## src/rtl/uart_pkg.sv

```systemverilog
// Shared types and helpers for the UART receive channel.
package uart_pkg;

  typedef enum logic [2:0] {
    RX_IDLE,
    RX_START,
    RX_DATA,
    RX_PAR,
    RX_STOP
  } rx_state_e;

  localparam int MIN_BAUD = 4;

  // Expected parity bit for zero-extended data; odd=1 selects odd parity.
  function automatic logic par_calc(input logic [15:0] d, input logic odd);
    return (^d) ^ odd;
  endfunction

endpackage

```

## src/rtl/uart_rx_deframer.sv

```systemverilog
// Oversampled UART deframer: input synchroniser, start/data/parity/stop FSM,
// one-clock result pulses per completed frame.
module uart_rx_deframer
  import uart_pkg::*;
#(
  parameter int DATA_W = 8
) (
  input  logic              i_clk,
  input  logic              i_rst,
  input  logic [15:0]       i_baud,
  input  logic              i_par_en,
  input  logic              i_par_odd,
  input  logic              i_rx,
  output logic [DATA_W-1:0] o_data,
  output logic              o_valid,
  output logic              o_frame_err,
  output logic              o_par_err,
  output logic              o_busy
);

  rx_state_e         r_state, w_next;
  logic              r_rx_s1, r_rx_s2, r_rx_prev;
  logic [15:0]       r_baud, r_cnt;
  logic [3:0]        r_bit_idx;
  logic [DATA_W-1:0] r_shift;
  logic              r_par_en, r_par_odd, r_par_bad;
  logic              r_valid, r_frame_err, r_par_err;
  logic              w_fall, w_tick, w_emit, w_ferr, w_perr;
  logic [15:0]       w_baud_eff;

  assign w_fall     = r_rx_prev & ~r_rx_s2;
  assign w_tick     = (r_cnt == 16'd0);
  assign w_baud_eff = (i_baud < 16'(MIN_BAUD)) ? 16'(MIN_BAUD) : i_baud;

  // Synchroniser flops reset high so a reset never fakes a start edge.
  always_ff @(posedge i_clk) begin
    if (i_rst) begin
      r_rx_s1     <= 1'b1;
      r_rx_s2     <= 1'b1;
      r_rx_prev   <= 1'b1;
      r_state     <= RX_IDLE;
      r_valid     <= 1'b0;
      r_frame_err <= 1'b0;
      r_par_err   <= 1'b0;
    end else begin
      r_rx_s1     <= i_rx;
      r_rx_s2     <= r_rx_s1;
      r_rx_prev   <= r_rx_s2;
      r_state     <= w_next;
      r_valid     <= w_emit;
      r_frame_err <= w_ferr;
      r_par_err   <= w_perr;
    end
  end

  always_comb begin
    w_next = r_state;
    w_emit = 1'b0;
    w_ferr = 1'b0;
    w_perr = 1'b0;
    case (r_state)
      RX_IDLE:  if (w_fall) w_next = RX_START;
      RX_START: if (w_tick) w_next = r_rx_s2 ? RX_IDLE : RX_DATA;
      RX_DATA:  if (w_tick && r_bit_idx == 4'(DATA_W - 1))
                  w_next = r_par_en ? RX_PAR : RX_STOP;
      RX_PAR:   if (w_tick) w_next = RX_STOP;
      RX_STOP: begin
        if (w_tick) begin
          w_next = RX_IDLE;
          w_ferr = ~r_rx_s2;
          w_perr = r_par_bad;
          w_emit = r_rx_s2 & ~r_par_bad;
        end
      end
      default:  w_next = RX_IDLE;
    endcase
  end

  // Bit timing: half a bit to the start-bit centre, then a full bit per sample.
  always_ff @(posedge i_clk) begin
    if (r_state == RX_IDLE) begin
      if (w_fall) begin
        r_baud    <= w_baud_eff;
        r_cnt     <= (w_baud_eff >> 1) - 16'd1;
        r_par_en  <= i_par_en;
        r_par_odd <= i_par_odd;
        r_bit_idx <= 4'd0;
        r_par_bad <= 1'b0;
      end
    end else begin
      r_cnt <= w_tick ? (r_baud - 16'd1) : (r_cnt - 16'd1);
      if (w_tick && r_state == RX_DATA) begin
        r_shift   <= {r_rx_s2, r_shift[DATA_W-1:1]};
        r_bit_idx <= r_bit_idx + 4'd1;
      end
      if (w_tick && r_state == RX_PAR)
        r_par_bad <= (r_rx_s2 != par_calc(16'(r_shift), r_par_odd));
    end
  end

  assign o_data      = r_shift;
  assign o_valid     = r_valid;
  assign o_frame_err = r_frame_err;
  assign o_par_err   = r_par_err;
  assign o_busy      = (r_state != RX_IDLE);

endmodule

```

## src/rtl/uart_rx_fifo.sv

```systemverilog
// UART receive channel top: deframer feeding a show-ahead FIFO, sticky error
// flags and a line-activity indicator with idle timeout.
module uart_rx_fifo
  import uart_pkg::*;
#(
  parameter int DATA_W     = 8,
  parameter int DEPTH_LOG2 = 3,
  parameter int IDLE_CYC   = 46080000,
  parameter int CNT_W      = 32
) (
  input  logic                i_clk,
  input  logic                i_rst,
  input  logic [15:0]         i_baud,
  input  logic                i_par_en,
  input  logic                i_par_odd,
  input  logic                i_rx,
  input  logic                i_read,
  input  logic                i_clr_err,
  output logic                o_ready,
  output logic [DATA_W-1:0]   o_data,
  output logic [DEPTH_LOG2:0] o_count,
  output logic                o_overflow,
  output logic                o_frame_err,
  output logic                o_par_err,
  output logic                o_used
);

  localparam int DEPTH = 1 << DEPTH_LOG2;
  localparam logic [DEPTH_LOG2:0] FULL_CNT = {1'b1, {DEPTH_LOG2{1'b0}}};

  logic [DATA_W-1:0]     r_mem [DEPTH];
  logic [DEPTH_LOG2-1:0] r_wr_ptr, r_rd_ptr;
  logic [DEPTH_LOG2:0]   r_count;
  logic                  r_overflow, r_frame_err, r_par_err, r_used;
  logic [CNT_W-1:0]      r_idle_cnt;

  logic [DATA_W-1:0]     w_rx_data;
  logic                  w_rx_valid, w_rx_ferr, w_rx_perr, w_busy;
  logic                  w_full, w_pop, w_push, w_ovf;

  uart_rx_deframer #(.DATA_W(DATA_W)) u_deframer (
    .i_clk       (i_clk),
    .i_rst       (i_rst),
    .i_baud      (i_baud),
    .i_par_en    (i_par_en),
    .i_par_odd   (i_par_odd),
    .i_rx        (i_rx),
    .o_data      (w_rx_data),
    .o_valid     (w_rx_valid),
    .o_frame_err (w_rx_ferr),
    .o_par_err   (w_rx_perr),
    .o_busy      (w_busy)
  );

  // A pop frees the slot the same cycle, so a full FIFO still accepts a push then.
  assign w_full = (r_count == FULL_CNT);
  assign w_pop  = i_read && (r_count != '0);
  assign w_push = w_rx_valid && (!w_full || w_pop);
  assign w_ovf  = w_rx_valid && w_full && !w_pop;

  always_ff @(posedge i_clk) begin
    if (w_push) r_mem[r_wr_ptr] <= w_rx_data;
  end

  always_ff @(posedge i_clk) begin
    if (i_rst) begin
      r_wr_ptr    <= '0;
      r_rd_ptr    <= '0;
      r_count     <= '0;
      r_overflow  <= 1'b0;
      r_frame_err <= 1'b0;
      r_par_err   <= 1'b0;
    end else begin
      if (w_push) r_wr_ptr <= r_wr_ptr + 1'b1;
      if (w_pop)  r_rd_ptr <= r_rd_ptr + 1'b1;
      case ({w_push, w_pop})
        2'b10:   r_count <= r_count + 1'b1;
        2'b01:   r_count <= r_count - 1'b1;
        default: r_count <= r_count;
      endcase
      r_overflow  <= w_ovf     | (r_overflow  & ~i_clr_err);
      r_frame_err <= w_rx_ferr | (r_frame_err & ~i_clr_err);
      r_par_err   <= w_rx_perr | (r_par_err   & ~i_clr_err);
    end
  end

  // Idle timer runs only after activity; it parks at zero once o_used drops.
  always_ff @(posedge i_clk) begin
    if (i_rst) begin
      r_used     <= 1'b0;
      r_idle_cnt <= '0;
    end else if (w_busy) begin
      r_used     <= 1'b1;
      r_idle_cnt <= '0;
    end else if (r_used) begin
      if (r_idle_cnt == CNT_W'(IDLE_CYC - 1)) begin
        r_used     <= 1'b0;
        r_idle_cnt <= '0;
      end else begin
        r_idle_cnt <= r_idle_cnt + 1'b1;
      end
    end
  end

  assign o_ready     = (r_count != '0);
  assign o_data      = o_ready ? r_mem[r_rd_ptr] : '0;
  assign o_count     = r_count;
  assign o_overflow  = r_overflow;
  assign o_frame_err = r_frame_err;
  assign o_par_err   = r_par_err;
  assign o_used      = r_used;

endmodule

```

## config.mk

```make
export PLATFORM = sky130hd
export DESIGN_NAME = uart_rx_fifo
export DESIGN_NICKNAME = d
export VERILOG_FILES = /design/src/rtl/uart_pkg.sv /design/src/rtl/uart_rx_deframer.sv /design/src/rtl/uart_rx_fifo.sv
export SDC_FILE = /design/constraint.sdc
export NUM_CORES = 1
export LEC_CHECK = 0
export CAP_MARGIN = 20
export CORE_ASPECT_RATIO = 1.4
export CORE_MARGIN = 2
export CORE_UTILIZATION = 36
export DETAILED_ROUTE_END_ITERATION = 12
export SYNTH_ARGS = -nofsm -noshare
export SYNTH_HDL_FRONTEND = slang
export SYNTH_SLANG_ARGS = --single-unit
```

## constraint.sdc

```tcl
create_clock -name i_clk -period 2.9 [get_ports i_clk]
set_clock_uncertainty 0.05 [all_clocks]
set_input_delay 0.58 -clock i_clk [delete_from_list [all_inputs] [get_ports i_clk]]
set_output_delay 0.58 -clock i_clk [all_outputs]
set_load 0.01 [all_outputs]
```

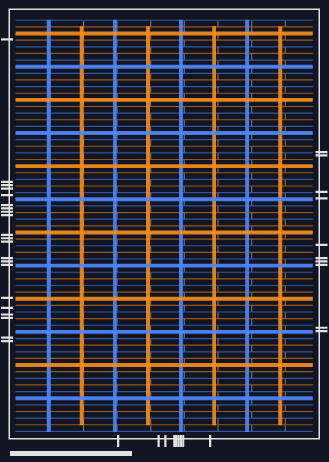
Fig. 1. PDN straps and rails (run 1).
Scale bar: 50 µm. Pins as bars on the die edge. Tap cells in grey.
[VSS] blue
[VDD] orange
met4 straps: 8
met5 straps: 12
met1 rails: 63
signal pins: 40
tap cells: 256

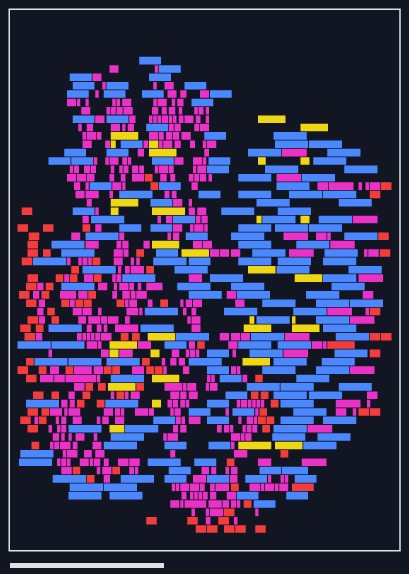
Fig. 2. Cells coloured by class (run 1).
Scale bar: 50 µm.
[clock drivers and dummy loads] yellow | cells: 32
[combinational and other logic] magenta | cells: 420
[other buffers and delay cells] red | cells: 100
[flops] blue | cells: 169

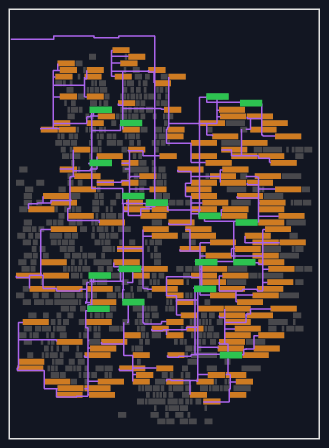
Fig. 3. Routed clock nets over the placement (run 1).
[clock drivers] green | count: 17
[clock wires] purple | length: 1950 µm
[flip-flops] orange | count: 169
routed clock nets: 18

==> Slide: Implementation Results, run 1 <==
Key Metrics from the Run

Outcome
  – Outcome: finished, final reports clean

Finish
  – Number of non-clock buffers: roughly 100
  – Top Layout Cells: edfxtp_1, nor2_1, buf_4, dfxtp_1, clkdlybuf4s50_1
  – Top cell excl fill/tap: edfxtp_1
  – Non-filler cells in the finished layout: roughly 980
  – Logic area: 0.00290 mm²

Floorplanning
  – Die Span X: 127 µm
  – Boundary pin count: 40

Detailed routing
  – Met2 wire length: about 8.6 mm
  – Routed vias: 5063
  – DRC viols: 0
  – Initial DRC Count: 311

Pwr
  – Flop pwr share: 49.6%
  – P_int: 4.15 mW
  – Static Leakage: 3.13 nW

CTS
  – CTS tree: built
  – Post-CTS sizing: 3
  – CTS clk-pin slew, worst paths: 0.06 ns

Yosys
  – EDFF count, synth: between 100 and 150
  – Yosys cell count: 625
  – Ys Warns: 0

Worst setup path
  – WS Path Type: reg -> reg
  – Delay-heaviest family, CP: simple AND/OR/NAND/NOR gates

STA
  – Cycle use final: 97.3%
  – Slew Viols, Final: 0

Global route
  – Pin count of the biggest net entering global routing: 27
  – Initial antenna violation count: 0
  – Met3 Use GR: 2.56%

Hold path
  – Hold path start: u_deframer.r_rx_s1
-- run 1: worst paths after layout --
kind | endpoint | slack [ns] | cells after the start
setup reg to reg | u_deframer.r_cnt[10] | 0.08 | 11
setup / recovery | u_deframer.r_cnt[10] | 0.08 | 11
hold / removal | u_deframer.r_rx_s2 | 0.37 | 1
hold reg to reg | u_deframer.r_rx_s2 | 0.37 | 1
-- run 1: power by group through the flow --
stage / sequential [mW] / clock, mW / combinational (mW)
after floorplan: 2.71 / 0 / 0.311
after global placement: 2.73 / 0 / 0.466
final: 2.68 / 2.24 / 0.485
after global routing: 2.69 / 2.37 / 0.535
after detailed placement: 2.73 / 0 / 0.477
after CTS: 2.68 / 2.30 / 0.483
-- run 1: cells by family (layout without fill, tap and decap cells) --
kind of cell,Yosys count,count (layout),synth area share [%]
adder cells (fa/ha/maj),9,9,1.59
buffers and inverters,47,143,2.68
XOR/XNOR,55,55,6.36
flip-flops,169,169,59.4
multiplexers,40,40,8.05
AND/OR/NAND/NOR,239,239,15.9
AND-OR/OR-AND,66,66,6.02
-- run 1: Yosys cell counts, types with 11 or more instances --
cell / number / area (µm²)
mux2i_1: 20 / 200
nor2_1: 88 / 330
xnor2_1: 28 / 245
nor4_1: 15 / 93.8
a21oi_1: 21 / 105
mux4_2: 16 / 360
clkbuf_1: 24 / 90.1
inv_1: 11 / 41.3
nand3_1: 23 / 115
dfxtp_1: 58 / 1160
xor2_1: 27 / 236
nand2_1: 38 / 143
edfxtp_1: 111 / 3330
o21ai_0: 17 / 85.1
nor3_1: 14 / 70.1
Fig. 4: run 1, cell placement
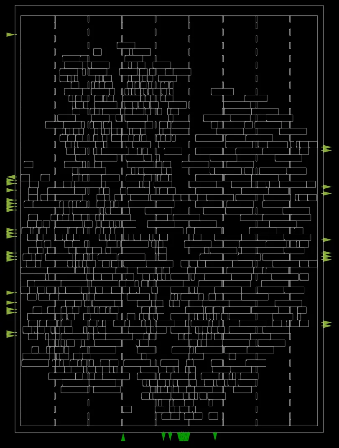

## Run 2: what changed since run 1
--- a/config.mk
+++ b/config.mk
@@ -5,7 +5,7 @@
 export SDC_FILE = /design/constraint.sdc
 export NUM_CORES = 1
 export LEC_CHECK = 0
-export CAP_MARGIN = 20
+export CAP_MARGIN = 10
 export CORE_ASPECT_RATIO = 1.4
 export CORE_MARGIN = 2
 export CORE_UTILIZATION = 36
==> constraint.sdc (replaced) <==
create_clock -name i_clk -period 2.9 [get_ports i_clk]
set_clock_uncertainty 0.05 [all_clocks]
set_input_delay 0.58 -clock i_clk [delete_from_list [all_inputs] [get_ports i_clk]]
set_output_delay 0.58 -clock i_clk [all_outputs]
set_load 0.02 [all_outputs]
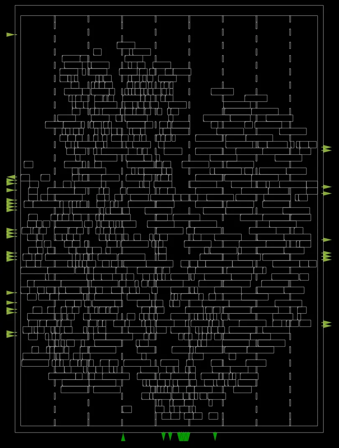
Fig. 5. Cell placement (run 2).
seq_cells: 169
core area: 0.0206 mm²
flop share of the area: 48.9%
Final Util: 44.7%

==> Slide: Implementation Results, run 2 <==
Key Metrics from the Run

Detailed routing
  – Routed vias: 5035 (-0.55%)
  – DRC viols: 0 (unchanged)
  – Initial DRC Count: 307 (-1.3%)

Pwr
  – Static Leakage: 3.22 nW (+3.0%)

Finish
  – Logic area: 0.00290 mm² (unchanged)
  – Top cell excl fill/tap: edfxtp_1
  – Top Layout Cells: edfxtp_1, nor2_1, dfxtp_1, buf_4, nand2_1

CTS
  – CTS clk-pin slew, worst paths: 0.06 ns (about the same)
  – Post-CTS sizing: 5 (+2)
  – CTS tree: built

Floorplanning
  – Die Span X: 127 µm (unchanged)
  – Boundary pin count: 40 (unchanged)

Outcome
  – Outcome: finished, final reports clean

Global route
  – Pin count of the biggest net entering global routing: 27 (unchanged)

Yosys
  – Top cells by count, synth: edfxtp_1, nor2_1, dfxtp_1
  – Ys Warns: 0 (unchanged)
  – Cell with the most instances after synthesis: edfxtp_1
  – Yosys cell count: 625 (unchanged)
  – EDFF count, synth: 111 (unchanged)
  – Top cells by area: edfxtp_1, dfxtp_1, mux4_2, nor2_1, xnor2_1

Worst setup path
  – Delay-heaviest family, CP: simple AND/OR/NAND/NOR gates
  – WS Path Type: reg -> reg

STA
  – Cycle use final: 97.8% (+0.47 points)
run 2: final cells by class:
cell class,count,area share [%]
sequential,169,48.9
multi-input combinational,409,31.6
timing repair buffer,98,9.29
clock buffer,19,4.82
tap,256,3.48
clock inverter,13,1.55
inverter,11,0.449
run 2: per-layer routing:
| layer | vias up | track usage (%) | share of wire, % |
|---|---|---|---|
| met2 | 115 | 27.6 | 54 |
| met5 | - | 0 | 0 |
| met4 | 0 | 6.46 | 2.0 |
| met1 | 2460 | 16.8 | 41 |
| li1 | 2438 | - | - |
| met3 | 22 | 2.56 | 3.5 |
run 2: metrics by stage:
step	setup TNS, ns	setup slack, ns	instances
global route	-0.0617	-0.0617	975
finish	0	0.0633	975
detailed placement	-1.85	-0.434	942
global placement	-1.63	-0.381	942
floorplan	0	0.0587	625
CTS	-0.0266	-0.0266	974
run 2: cell families (layout without fill, tap and decap cells):
group	after synthesis	after routing	share of synthesized area (%)
mux	40	40	8.05
flops	169	169	59.4
fa+ha+maj	9	9	1.59
xor+xnor	55	55	6.36
simple gates	239	239	15.9
buf+inv	47	141	2.68
compound gates	66	66	6.02
run 2: report_power, final:
group / internal, mW / switching (mW) / total [mW] / leakage, nW
clock: 1.30 / 0.938 / 2.24 / 0.285
sequential: 2.63 / 0.0539 / 2.68 / 1.48
combinational: 0.218 / 0.265 / 0.483 / 1.46
total: 4.15 / 1.26 / 5.41 / 3.22
run 2: worst paths after layout:
check | startpoint | endpoint | slack (ns) | depth (start not counted)
max | u_deframer.r_cnt[0] | u_deframer.r_cnt[10] | 0.06 | 11
min | u_deframer.r_rx_s1 | u_deframer.r_rx_s2 | 0.37 | 1
max reg2reg | u_deframer.r_cnt[0] | u_deframer.r_cnt[10] | 0.06 | 11
min reg2reg | u_deframer.r_rx_s1 | u_deframer.r_rx_s2 | 0.37 | 1
## Run 3: what changed since run 2
--- a/config.mk
+++ b/config.mk
@@ -9,7 +9,9 @@
 export CORE_ASPECT_RATIO = 1.4
 export CORE_MARGIN = 2
 export CORE_UTILIZATION = 36
+export CTS_CLUSTER_DIAMETER = 60
 export DETAILED_ROUTE_END_ITERATION = 12
+export SLEW_MARGIN = 20
 export SYNTH_ARGS = -nofsm -noshare
 export SYNTH_HDL_FRONTEND = slang
 export SYNTH_SLANG_ARGS = --single-unit
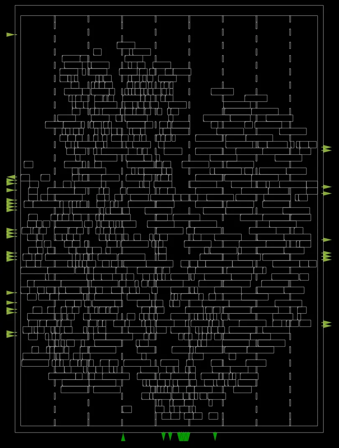
Fig. 6. Cell placement (run 3).
std cell rows: 62
non-filler cells in the finished layout: 975
Filler cells: 1864

==> Slide: Implementation Results, run 3 <==
Key Metrics from the Run

Outcome
  – Outcome: finished, final reports clean

Yosys
  – Yosys cell count: 625 (unchanged)
  – Dominant comb cell: simple AND/OR/NAND/NOR gates
  – Top cells by area: edfxtp_1, dfxtp_1, mux4_2, nor2_1, xnor2_1
  – XOR-XNOR Cells, Area Fraction: 6.36% (unchanged)
  – Top cells by count, synth: edfxtp_1, nor2_1, dfxtp_1
  – EDFF count, synth: 111 (unchanged)
  – Area fraction in mux cells: 8.05% (unchanged)

Finish
  – Signal buf overhead: 9.29% (unchanged)
  – Clkbuf count: 19 (unchanged)
  – Logic area: 0.00290 mm² (unchanged)
  – MI comb cells: 409 (unchanged)
  – Final Util: 44.7% (unchanged)

Floorplanning
  – Die Span X: 127 µm (unchanged)
  – Boundary pin count: 40 (unchanged)
  – # Taps: 256 (unchanged)

Pwr
  – Static Leakage: 3.22 nW (unchanged)

Detailed routing
  – Top layer reached by signal wires: met4
  – Met2 wire length: 8.53 mm (unchanged)
  – Met3 WL: 558 µm (unchanged)
## run 3: cell families (layout without fill, tap and decap cells)
kind of cell,after synthesis,in the layout
AND-OR/OR-AND,66,66
XOR/XNOR,55,55
adder cells (fa/ha/maj),9,9
buffers and inverters,47,141
flip-flops,169,169
multiplexers,40,40
AND/OR/NAND/NOR,239,239
## run 3: per-stage QoR
step / hold slack [ns] / cell area [µm²] / worst slack, ns / TNS, ns / instances
6_report: 0.374 / 9200 / 0.0633 / 0 / 975
3_3_place_gp: 0.363 / 8570 / -0.381 / -1.63 / 942
3_5_place_dp: 0.356 / 8570 / -0.434 / -1.85 / 942
2_1_floorplan: 0.339 / 7570 / 0.0587 / 0 / 625
4_1_cts: 0.372 / 9160 / -0.0266 / -0.0266 / 974
5_1_grt: 0.395 / 9200 / -0.0617 / -0.0617 / 975
## run 3: timing repair
item                                    4_1_cts  5_1_grt
gates cloned                                  0        0
buffers inserted                              0        1
endpoints found under the hold margin         0        0
endpoints found under the setup margin        4       10
resized                                       5       11
pin swaps                                     1        3
## run 3: final timing paths
path                       startpoint              endpoint  slack, ns
setup / recovery  u_deframer.r_cnt[0]  u_deframer.r_cnt[10]       0.06
hold / removal     u_deframer.r_rx_s1    u_deframer.r_rx_s2       0.37
setup reg to reg  u_deframer.r_cnt[0]  u_deframer.r_cnt[10]       0.06
hold reg to reg    u_deframer.r_rx_s1    u_deframer.r_rx_s2       0.37
## run 3: report_power, final
| group | leakage [nW] | switching, mW | internal [mW] | total [mW] |
|---|---|---|---|---|
| logic | 1.46 | 0.265 | 0.218 | 0.483 |
| registers | 1.48 | 0.0539 | 2.63 | 2.68 |
| clock network | 0.285 | 0.938 | 1.30 | 2.24 |
Power is estimated from default activity; no workload was simulated.
